## src/rtl/uart_cmd_sequencer.sv

```systemverilog
// uart_cmd_sequencer
//   Buffers a command frame, streams it into the transmit side of a uart core,
//   then collects a fixed-length response (with an inter-word timeout) and
//   offers it to the host through a drain stream.
//
// Ports
//   clk, rst          : clock (rising edge) / asynchronous active-low reset
//   load_*            : host writes command words into the tx buffer (IDLE only)
//   tx_len_i/rx_len_i : words to send / expect, sampled when start is accepted
//   start_i           : begin a transaction (IDLE only)
//   busy_o            : transaction in progress (SEND or RECV)
//   done_o            : one-cycle pulse when a transaction ends
//   timeout_o         : sticky timeout flag, cleared by the next accepted start
//   uart_t*_o/_i      : AXI-stream to/from the uart core
//   resp_*            : drain stream for the collected response (IDLE only)
//   state_o           : debug view of the FSM state (0 IDLE, 1 SEND, 2 RECV)
//
// Handshakes: a word moves on a rising edge where valid and ready are both 1.
// A producer holding valid keeps its data stable until that edge; ready may
// change freely.
module uart_cmd_sequencer #(
  parameter int DATA_WIDTH_P     = 8,
  parameter int MAX_TX_BYTES_P   = 16,
  parameter int MAX_RX_BYTES_P   = 8,
  parameter int TIMEOUT_CYCLES_P = 100000
) (
  input  logic                                  clk,
  input  logic                                  rst,
  input  logic [DATA_WIDTH_P-1:0]               load_data_i,
  input  logic                                  load_valid_i,
  output logic                                  load_ready_o,
  input  logic [$clog2(MAX_TX_BYTES_P+1)-1:0]   tx_len_i,
  input  logic [$clog2(MAX_RX_BYTES_P+1)-1:0]   rx_len_i,
  input  logic                                  start_i,
  output logic                                  busy_o,
  output logic                                  done_o,
  output logic                                  timeout_o,
  output logic [DATA_WIDTH_P-1:0]               uart_tdata_o,
  output logic                                  uart_tvalid_o,
  input  logic                                  uart_tready_i,
  input  logic [DATA_WIDTH_P-1:0]               uart_tdata_i,
  input  logic                                  uart_tvalid_i,
  output logic                                  uart_tready_o,
  output logic [DATA_WIDTH_P-1:0]               resp_data_o,
  output logic                                  resp_valid_o,
  input  logic                                  resp_ready_i,
  output logic [$clog2(MAX_RX_BYTES_P+1)-1:0]   resp_count_o,
  output logic [1:0]                            state_o
);
  localparam int TXC_W = $clog2(MAX_TX_BYTES_P + 1);
  localparam int RXC_W = $clog2(MAX_RX_BYTES_P + 1);
  localparam int TXI_W = (MAX_TX_BYTES_P > 1) ? $clog2(MAX_TX_BYTES_P) : 1;
  localparam int RXI_W = (MAX_RX_BYTES_P > 1) ? $clog2(MAX_RX_BYTES_P) : 1;
  localparam int TMO_W = (TIMEOUT_CYCLES_P > 1) ? $clog2(TIMEOUT_CYCLES_P) : 1;
  localparam logic [TXC_W-1:0] TX_MAX   = TXC_W'(MAX_TX_BYTES_P);
  localparam logic [RXC_W-1:0] RX_MAX   = RXC_W'(MAX_RX_BYTES_P);
  localparam logic [TMO_W-1:0] TMO_LAST = TMO_W'(TIMEOUT_CYCLES_P - 1);

  typedef enum logic [1:0] {IDLE = 2'd0, SEND = 2'd1, RECV = 2'd2} state_t;
  state_t state_q, state_d;

  logic [DATA_WIDTH_P-1:0] tx_buf [MAX_TX_BYTES_P];
  logic [DATA_WIDTH_P-1:0] rx_buf [MAX_RX_BYTES_P];
  logic [TXC_W-1:0]        wr_ptr, rd_ptr, tx_len_q;
  logic [RXC_W-1:0]        rx_head, rx_cnt, rx_len_q;
  logic [TMO_W-1:0]        tmo_cnt;
  logic [DATA_WIDTH_P-1:0] tdata_q;
  logic                    done_q, timeout_q;

  logic                    load_fire, start_fire, drain_fire, tx_hs, tx_last;
  logic                    rx_take, rx_done, rx_tmo;
  logic [TXC_W-1:0]        wr_ptr_eff, tx_len_clamp, rd_ptr_inc;
  logic [RXC_W-1:0]        rx_len_clamp, rx_cnt_nxt;
  logic [DATA_WIDTH_P-1:0] first_word;

  always_comb begin
    load_fire    = load_ready_o && load_valid_i;
    start_fire   = (state_q == IDLE) && start_i;
    drain_fire   = resp_valid_o && resp_ready_i;
    // A load in the same cycle as start already counts toward the frame.
    wr_ptr_eff   = wr_ptr + TXC_W'(load_fire);
    tx_len_clamp = (tx_len_i < wr_ptr_eff) ? tx_len_i : wr_ptr_eff;
    rx_len_clamp = (rx_len_i > RX_MAX) ? RX_MAX : rx_len_i;
    // Word 0 may be arriving on the load port in the very cycle of start.
    first_word   = (load_fire && (wr_ptr == '0)) ? load_data_i : tx_buf[0];
    tx_hs        = (state_q == SEND) && uart_tready_i;
    rd_ptr_inc   = rd_ptr + 1'b1;
    tx_last      = (rd_ptr_inc == tx_len_q);
    rx_take      = (state_q == RECV) && uart_tvalid_i && (rx_cnt < rx_len_q);
    rx_cnt_nxt   = rx_cnt + RXC_W'(rx_take);
    rx_done      = (state_q == RECV) && (rx_cnt_nxt == rx_len_q);
    rx_tmo       = (state_q == RECV) && !rx_done && !uart_tvalid_i && (tmo_cnt == TMO_LAST);
  end

  // State register
  always_ff @(posedge clk or negedge rst) begin
    if (!rst) state_q <= IDLE;
    else      state_q <= state_d;
  end

  // Next-state logic
  always_comb begin
    state_d = state_q;
    case (state_q)
      IDLE: if (start_fire) state_d = (tx_len_clamp == '0) ? RECV : SEND;
      SEND: if (tx_hs && tx_last) state_d = RECV;
      RECV: if (rx_done || rx_tmo) state_d = IDLE;
      default: state_d = IDLE;
    endcase
  end

  // Outputs
  always_comb begin
    busy_o        = (state_q != IDLE);
    uart_tvalid_o = (state_q == SEND);
    uart_tdata_o  = tdata_q;
    uart_tready_o = 1'b1;
    load_ready_o  = (state_q == IDLE) && (wr_ptr != TX_MAX);
    resp_valid_o  = (state_q == IDLE) && (rx_cnt != '0);
    resp_count_o  = rx_cnt;
    resp_data_o   = (rx_cnt != '0) ? rx_buf[rx_head[RXI_W-1:0]] : '0;
    done_o        = done_q;
    timeout_o     = timeout_q;
    state_o       = state_q;
  end

  // Datapath: buffers, pointers, timeout counter, registered tx data.
  always_ff @(posedge clk or negedge rst) begin
    if (!rst) begin
      for (int i = 0; i < MAX_TX_BYTES_P; i++) tx_buf[i] <= '0;
      for (int i = 0; i < MAX_RX_BYTES_P; i++) rx_buf[i] <= '0;
      wr_ptr    <= '0;
      rd_ptr    <= '0;
      tx_len_q  <= '0;
      rx_head   <= '0;
      rx_cnt    <= '0;
      rx_len_q  <= '0;
      tmo_cnt   <= '0;
      tdata_q   <= '0;
      done_q    <= 1'b0;
      timeout_q <= 1'b0;
    end else begin
      done_q <= 1'b0;
      case (state_q)
        IDLE: begin
          if (load_fire) begin
            tx_buf[wr_ptr[TXI_W-1:0]] <= load_data_i;
            wr_ptr <= wr_ptr + 1'b1;
          end
          if (drain_fire) begin
            rx_head <= rx_head + 1'b1;
            rx_cnt  <= rx_cnt - 1'b1;
          end
          // Start wins over a same-cycle drain: the rx buffer is flushed.
          if (start_fire) begin
            tx_len_q  <= tx_len_clamp;
            rx_len_q  <= rx_len_clamp;
            rx_head   <= '0;
            rx_cnt    <= '0;
            rd_ptr    <= '0;
            tmo_cnt   <= '0;
            timeout_q <= 1'b0;
            tdata_q   <= first_word;
          end
        end
        SEND: begin
          if (tx_hs) begin
            rd_ptr <= rd_ptr_inc;
            if (!tx_last) tdata_q <= tx_buf[rd_ptr_inc[TXI_W-1:0]];
          end
        end
        RECV: begin
          // rx_head is 0 throughout RECV, so the fill count is the write index.
          if (rx_take) begin
            rx_buf[rx_cnt[RXI_W-1:0]] <= uart_tdata_i;
            rx_cnt <= rx_cnt_nxt;
          end
          if (uart_tvalid_i) tmo_cnt <= '0;
          else               tmo_cnt <= tmo_cnt + 1'b1;
          if (rx_done || rx_tmo) begin
            done_q <= 1'b1;
            wr_ptr <= '0;
          end
          if (rx_tmo) timeout_q <= 1'b1;
        end
        default: ;
      endcase
    end
  end

endmodule

```

## config.mk

```make
export PLATFORM = sky130hd
export DESIGN_NAME = uart_cmd_sequencer
export DESIGN_NICKNAME = d
export VERILOG_FILES = /design/src/rtl/uart_cmd_sequencer.sv
export SDC_FILE = /design/constraint.sdc
export NUM_CORES = 1
export LEC_CHECK = 0
export CAP_MARGIN = 20
export CORE_MARGIN = 2
export CORE_UTILIZATION = 60
export CTS_CLUSTER_SIZE = 8
export DETAILED_ROUTE_END_ITERATION = 12
export PLACE_DENSITY = 0.8
export SYNTH_ARGS = -nofsm -noshare
export SYNTH_HDL_FRONTEND = slang
export SYNTH_SLANG_ARGS = --single-unit
```

## constraint.sdc

```tcl
create_clock -name clk -period 9.8 [get_ports clk]
set_input_delay 1.96 -clock clk [delete_from_list [all_inputs] [get_ports clk]]
set_output_delay 1.96 -clock clk [all_outputs]
set_load 0.02 [all_outputs]
```

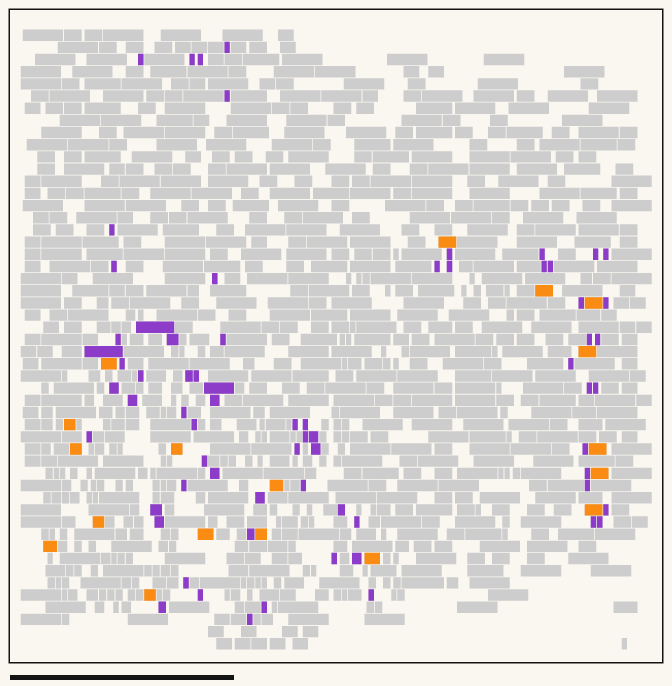
Figure 1: run 1, gate families picked out.
The bar under the picture is 50 µm long.
| colour | family | cells |
|---|---|---|
| purple | NOR gates | 69 |
| orange | AND-OR and OR-AND gates | 18 |
fin cells: 1237
Top cell excl fill/tap: dfrtp_1
combinational fraction of the cell area: 40.6%

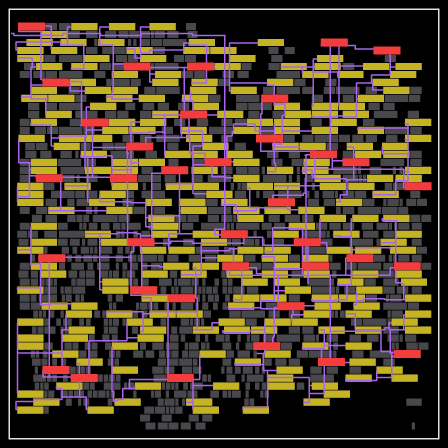
Figure 2: run 1, routed clock nets over the placement.
[red] clock drivers | count: 36
[yellow] flip-flops | count: 247
[purple] clock wires | length: 3240 µm
routed clock nets: 37

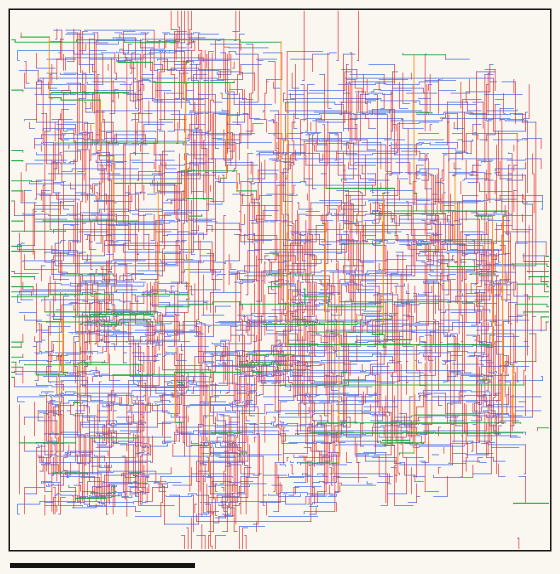
Figure 3: run 1, wiring by layer.
The bar under the picture is 50 µm long.
| colour | layer | wire length |
|---|---|---|
| blue | metal 1 | 11300 µm |
| green | metal 3 | 1490 µm |
| red | metal 2 | 13300 µm |
| orange | metal 4 | 731 µm |
total vias in the final route: 7751
wire per inst: 21.7 µm
GRT Util Overall: 26.1%

==> run 1: worst max path at each step <==
stage,to,from,slack (ns)
global placement,state_o[1],load_valid_i,3.97
detailed placement,state_o[1],load_valid_i,3.89
global route,state_o[1],load_valid_i,4.13
finish,state_o[1],load_valid_i,4.34
floorplan,state_o[1],load_valid_i,5.00
CTS,state_o[1],load_valid_i,4.40
==> run 1: power by group through the flow <==
stage	Clock, mW	Sequential [mW]	Combinational, mW
final	1.08	1.59	1.50
after global routing	1.15	1.63	1.63
after CTS	1.10	1.59	1.51
after detailed placement	0	1.60	1.49
after global placement	0	1.58	1.45
after floorplan	0	1.53	1.13
==> job_summary.md, run 1 <==
## Implementation flow summary

| Metric | Value |
|---|---|
| Met1 usage | `34.8%` |
| Final Hold Vio Count | `0` |
| Hold WC Path Type | `flip-flop to flip-flop` |
| Hold depth | `1` |
| Reg2reg start | `state_o[0]` |
| Dpl cells | `1196` |
| Highest routed layer | `met4` |
| Post-CTS sizing | `0` |
| Crit path required time | `10.18 ns` |
| Grt peak-use layer | `met2` |
| First-pass GRT wire length | `44100 µm` |
| Startpoint of the worst hold path | `tx_buf[99]` |
| Critical path's slowest cell | `nor3b_4` |
| Final ANT Viol Nets | `0` |
| Worst hold endpoint | `tx_buf[99]` |
| Plain + repair buffers | `66` |
| Most common cell in the synthesized netlist | `dfrtp_1` |
| Synth Warn # | `0` |
| Largest net degree at the start of global routing | `91` |
| Num CTS Buffers | `36` |
| Final period util | `55.7%` |
| CTS max path bufs | `3` |
| Setup tns final | `0 ns` |
| Gate Count Post-Synth | `920` |
| Clock Power Share | `25.9%` |
| P_sw | `1.37 mW` |
| Seq pwr share | `38.1%` |
| Basic Gates by Area | `8.32%` |
| Cell-internal power | `2.81 mW` |
| Ys async rst share | `100%` |
| Commonest cells post-synth | `247 x dfrtp_1, 195 x mux2_2, 56 x nand2_1` |
| Final setup viols | `0` |
| Inverters | `16` |
| Comb pwr share | `36.0%` |
| Sequential fraction of total cell area | `44.9%` |
| Synth Area per Inst | `13.1 µm²` |
| R2r setup slk | `5.75 ns` |
| WP depth | `12` |
| Met2 global-route usage | `43.2%` |
| Worst setup EP type | `flip-flop` |
| Yosys cell count | `920` |
| Layout area overhead | `14.3%` |
| Status | `finished, final reports clean` |
| Well-tap cell count | `265` |
| Number of global-route vias before repair | `8292` |
| H-tree depth | `2` |
| Post-route clock skew | `0.0142 ns` |
| Max Cap Viol | `0` |
| Switching share of total power | `32.8%` |
| Drt drc | `0` |
| # fillers | `1364` |
| # diodes | `0` |
| DP Worst Slack | `3.89 ns` |
| Row Count | `51` |
| Seq share, synth | `51.3%` |
| Met1 Wirelength | `11300 µm` |
| Post-synthesis cell type count | `51` |
| Comb area leader | `multiplexers` |
| Post-Synth AOI/OAI Area | `5.04%` |
| Post-Route WL | `26800 µm` |
| Peak supply drop | `0.181 mV` |
| XOR/XNOR Area Share | `1.53%` |
| Hold WS | `0.496 ns` |
| Final Cell Area | `13800 µm²` |
| Drt pass-1 iters | `5` |
| Chip width | `146 µm` |
| Tool Warnings | `29` |
| Slew headroom | `27.5%` |
| CP top delay family | `AND-OR/OR-AND gates` |
| Root buf cell | `clkbuf_16` |
| NonClk Buf Share | `4.71%` |
| Static leakage | `6.29 nW` |
| FP Core Util | `61.5%` |
| Total power | `4.18 mW` |
| Clock slew at reported path FFs | `0.05 ns` |
| Slew @ Worst Pin | `1.08 ns` |
| Max Freq | `0.183 GHz` |
| Placeable Area | `19600 µm²` |
| Post-CTS Repair Setup Buffers | `0` |
| Starting DRT DRC Count | `406` |
| Count of input and output buffers | `59` |
| Top cell by count, worst path | `ha_1` |
| R2R cell count | `11` |
| Synth area leader | `dfrtp_1` |
| Final #Nets | `1020` |
| Yosys stat area | `12000 µm²` |
| RSZ-0062 raised after global routing | `false` |
==> run 2: changes to the inputs <==
--- a/config.mk
+++ b/config.mk
@@ -7,10 +7,10 @@
 export LEC_CHECK = 0
 export CAP_MARGIN = 20
 export CORE_MARGIN = 2
-export CORE_UTILIZATION = 60
+export CORE_UTILIZATION = 55
 export CTS_CLUSTER_SIZE = 8
 export DETAILED_ROUTE_END_ITERATION = 12
-export PLACE_DENSITY = 0.8
+export PLACE_DENSITY = 0.77
 export SYNTH_ARGS = -nofsm -noshare
 export SYNTH_HDL_FRONTEND = slang
 export SYNTH_SLANG_ARGS = --single-unit
==> constraint.sdc (replaced) <==
create_clock -name clk -period 4.58 [get_ports clk]
set_input_delay 0.916 -clock clk [delete_from_list [all_inputs] [get_ports clk]]
set_output_delay 0.916 -clock clk [all_outputs]
set_load 0.02 [all_outputs]
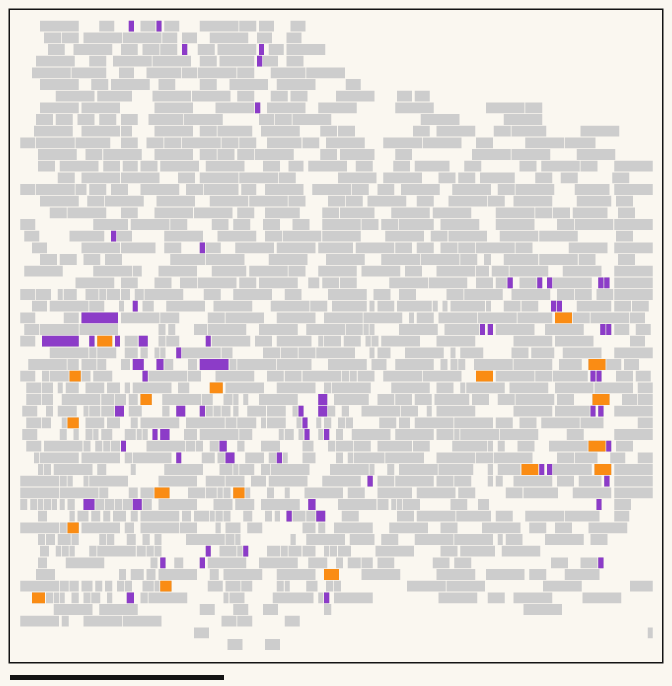
Figure 4: run 2, gate families picked out.
The bar under the picture is 50 µm long.
| colour | family | cells |
|---|---|---|
| purple | NOR gates | 69 |
| orange | AND-OR and OR-AND gates | 18 |

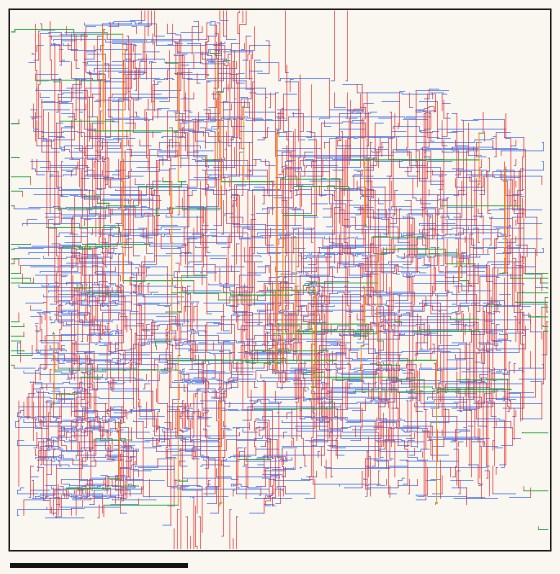
Figure 5: run 2, wiring by layer.
The bar under the picture is 50 µm long.
| colour | layer | wire length |
|---|---|---|
| orange | metal 4 | 711 µm |
| blue | metal 1 | 11800 µm |
| red | metal 2 | 13300 µm |
| green | metal 3 | 1130 µm |
wire per inst: 21.3 µm
total vias in the final route: 7833
Post-Route WL: 26900 µm
GRT Util Overall: 23.6%

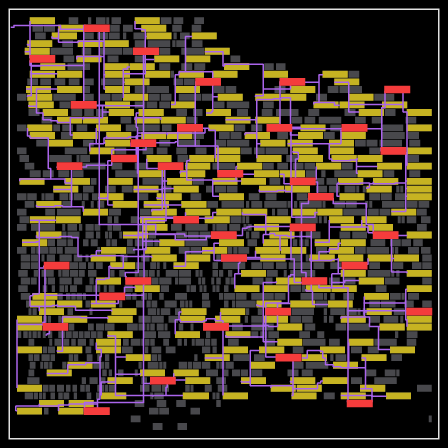
Figure 6: run 2, routed clock nets over the placement.
[purple] clock wires | length: 3200 µm
[yellow] flip-flops | count: 247
[red] clock drivers | count: 36
flops lie: spread over the die

==> run 2 against run 1 <==
Area after synthesis is the same. Sequential cell count is the same. Wire length up 0.14%. Die area increased by 8.8%. Sequential share of layout area down 0.36 points. Critical path type is now flip-flop to output port. Highest routed layer unchanged.
==> job_summary.md, run 2 <==
## Implementation flow summary

| Metric | Value |
|---|---|
| # diodes | `0 (unchanged)` |
| Clock slew at reported path FFs | `0.05 ns (about the same)` |
| Static leakage | `6.34 nW (was 6.29 nW)` |
| Met1 usage | `32.4% (was 34.8%)` |
| Comb pwr share | `36.1% (was 36.0%)` |
| Top cell excl fill/tap | `dfrtp_1 (unchanged)` |
| Yosys stat area | `12000 µm² (unchanged)` |
| Status | `finished, final reports clean (unchanged)` |
| P_sw | `2.94 mW (was 1.37 mW)` |
| Critical Path Start | `resp_count_o[1] (was load_valid_i)` |
| Final setup viols | `0 (unchanged)` |
| Final period util | `88.5%` |
| WP depth | `5 (was 12)` |
| Row Count | `54 (was 51)` |
| R2r setup slk | `1.23 ns (was 5.75 ns)` |
| FP Core Util | `55.6% (was 61.5%)` |
| Layout area overhead | `15.2% (was 14.3%)` |
| Commonest cells post-synth | `247 x dfrtp_1, 195 x mux2_2, 56 x nand2_1 (unchanged)` |
| CTS max path bufs | `3 (unchanged)` |
| Clock Power Share | `25.7% (was 25.9%)` |
| Final Hold Vio Count | `0 (unchanged)` |
| Peak supply drop | `0.306 mV (was 0.181 mV)` |
| Post-synthesis cell type count | `51 (unchanged)` |
| Count of input and output buffers | `59 (unchanged)` |
| Slew headroom | `31.6% (was 27.5%)` |
| Starting DRT DRC Count | `510 (was 406)` |
| Placeable Area | `21700 µm² (was 19600 µm²)` |
| Hold WC Path Type | `input port to async pin (was flip-flop to flip-flop)` |
| Reg2reg start | `wr_ptr[0] (was state_o[0])` |
| Grt peak-use layer | `met2 (unchanged)` |
| Clk pwr | `2.31 mW (was 1.08 mW)` |
| Switching share of total power | `32.7% (was 32.8%)` |
| Yosys cell count | `920 (unchanged)` |
| Setup tns final | `0 ns (unchanged)` |
| DP Worst Slack | `0.567 ns (was 3.89 ns)` |
| Chip width | `152 µm (was 146 µm)` |
| Post-CTS sizing | `0 (unchanged)` |
| Tool Warnings | `31 (was 29)` |
| Post-CTS Repair Setup Buffers | `0 (unchanged)` |
| R2R cell count | `13 (was 11)` |
| RSZ-0062 raised after global routing | `false (unchanged)` |
| Synth area leader | `dfrtp_1 (unchanged)` |
| Dpl cells | `1220 (was 1196)` |
| First-pass GRT wire length | `44100 µm (about the same)` |
| Largest net degree at the start of global routing | `104 (was 91)` |
| Final #Nets | `1029 (was 1020)` |
| H-tree depth | `2 (unchanged)` |
| Fin cells | `1261 (was 1237)` |
| Post-route clock skew | `0.0207 ns (was 0.0142 ns)` |
| Max Freq | `0.247 GHz` |
| Met1 Wirelength | `11800 µm (was 11300 µm)` |
| Hold WS | `0.463 ns (was 0.496 ns)` |
| CP top delay family | `buffers and inverters (was AND-OR/OR-AND gates)` |
==> run 2: cell type report <==
type / instances / area, µm²
flip-flops and latches: 247 / 6180
repair buffers: 75 / 741
multi-input cells: 602 / 5590
well taps: 280 / 350
fillers: 1638 / 7810
clock buffers: 39 / 933
inverters: 16 / 60.1
clock inverters: 2 / 17.5
==> run 2: through the flow <==
step	instance area (µm²)	total power [mW]
CTS	13900	9.03
global placement	12900	6.55
finish	13900	8.99
global route	13900	9.48
floorplan	12000	5.68
detailed placement	12900	6.68
==> run 2: logic make-up (layout without fill, tap and decap cells) <==
kind of cell,Yosys count,after routing,synth area share (%)
fa+ha+maj,19,19,1.97
other cells,1,1,0.0311
simple gates,198,198,8.32
mux,267,267,29.5
flops,247,247,51.3
buf+inv,71,132,2.34
compound gates,96,96,5.04
xor+xnor,21,21,1.53
Power is estimated from default activity; no workload was simulated.
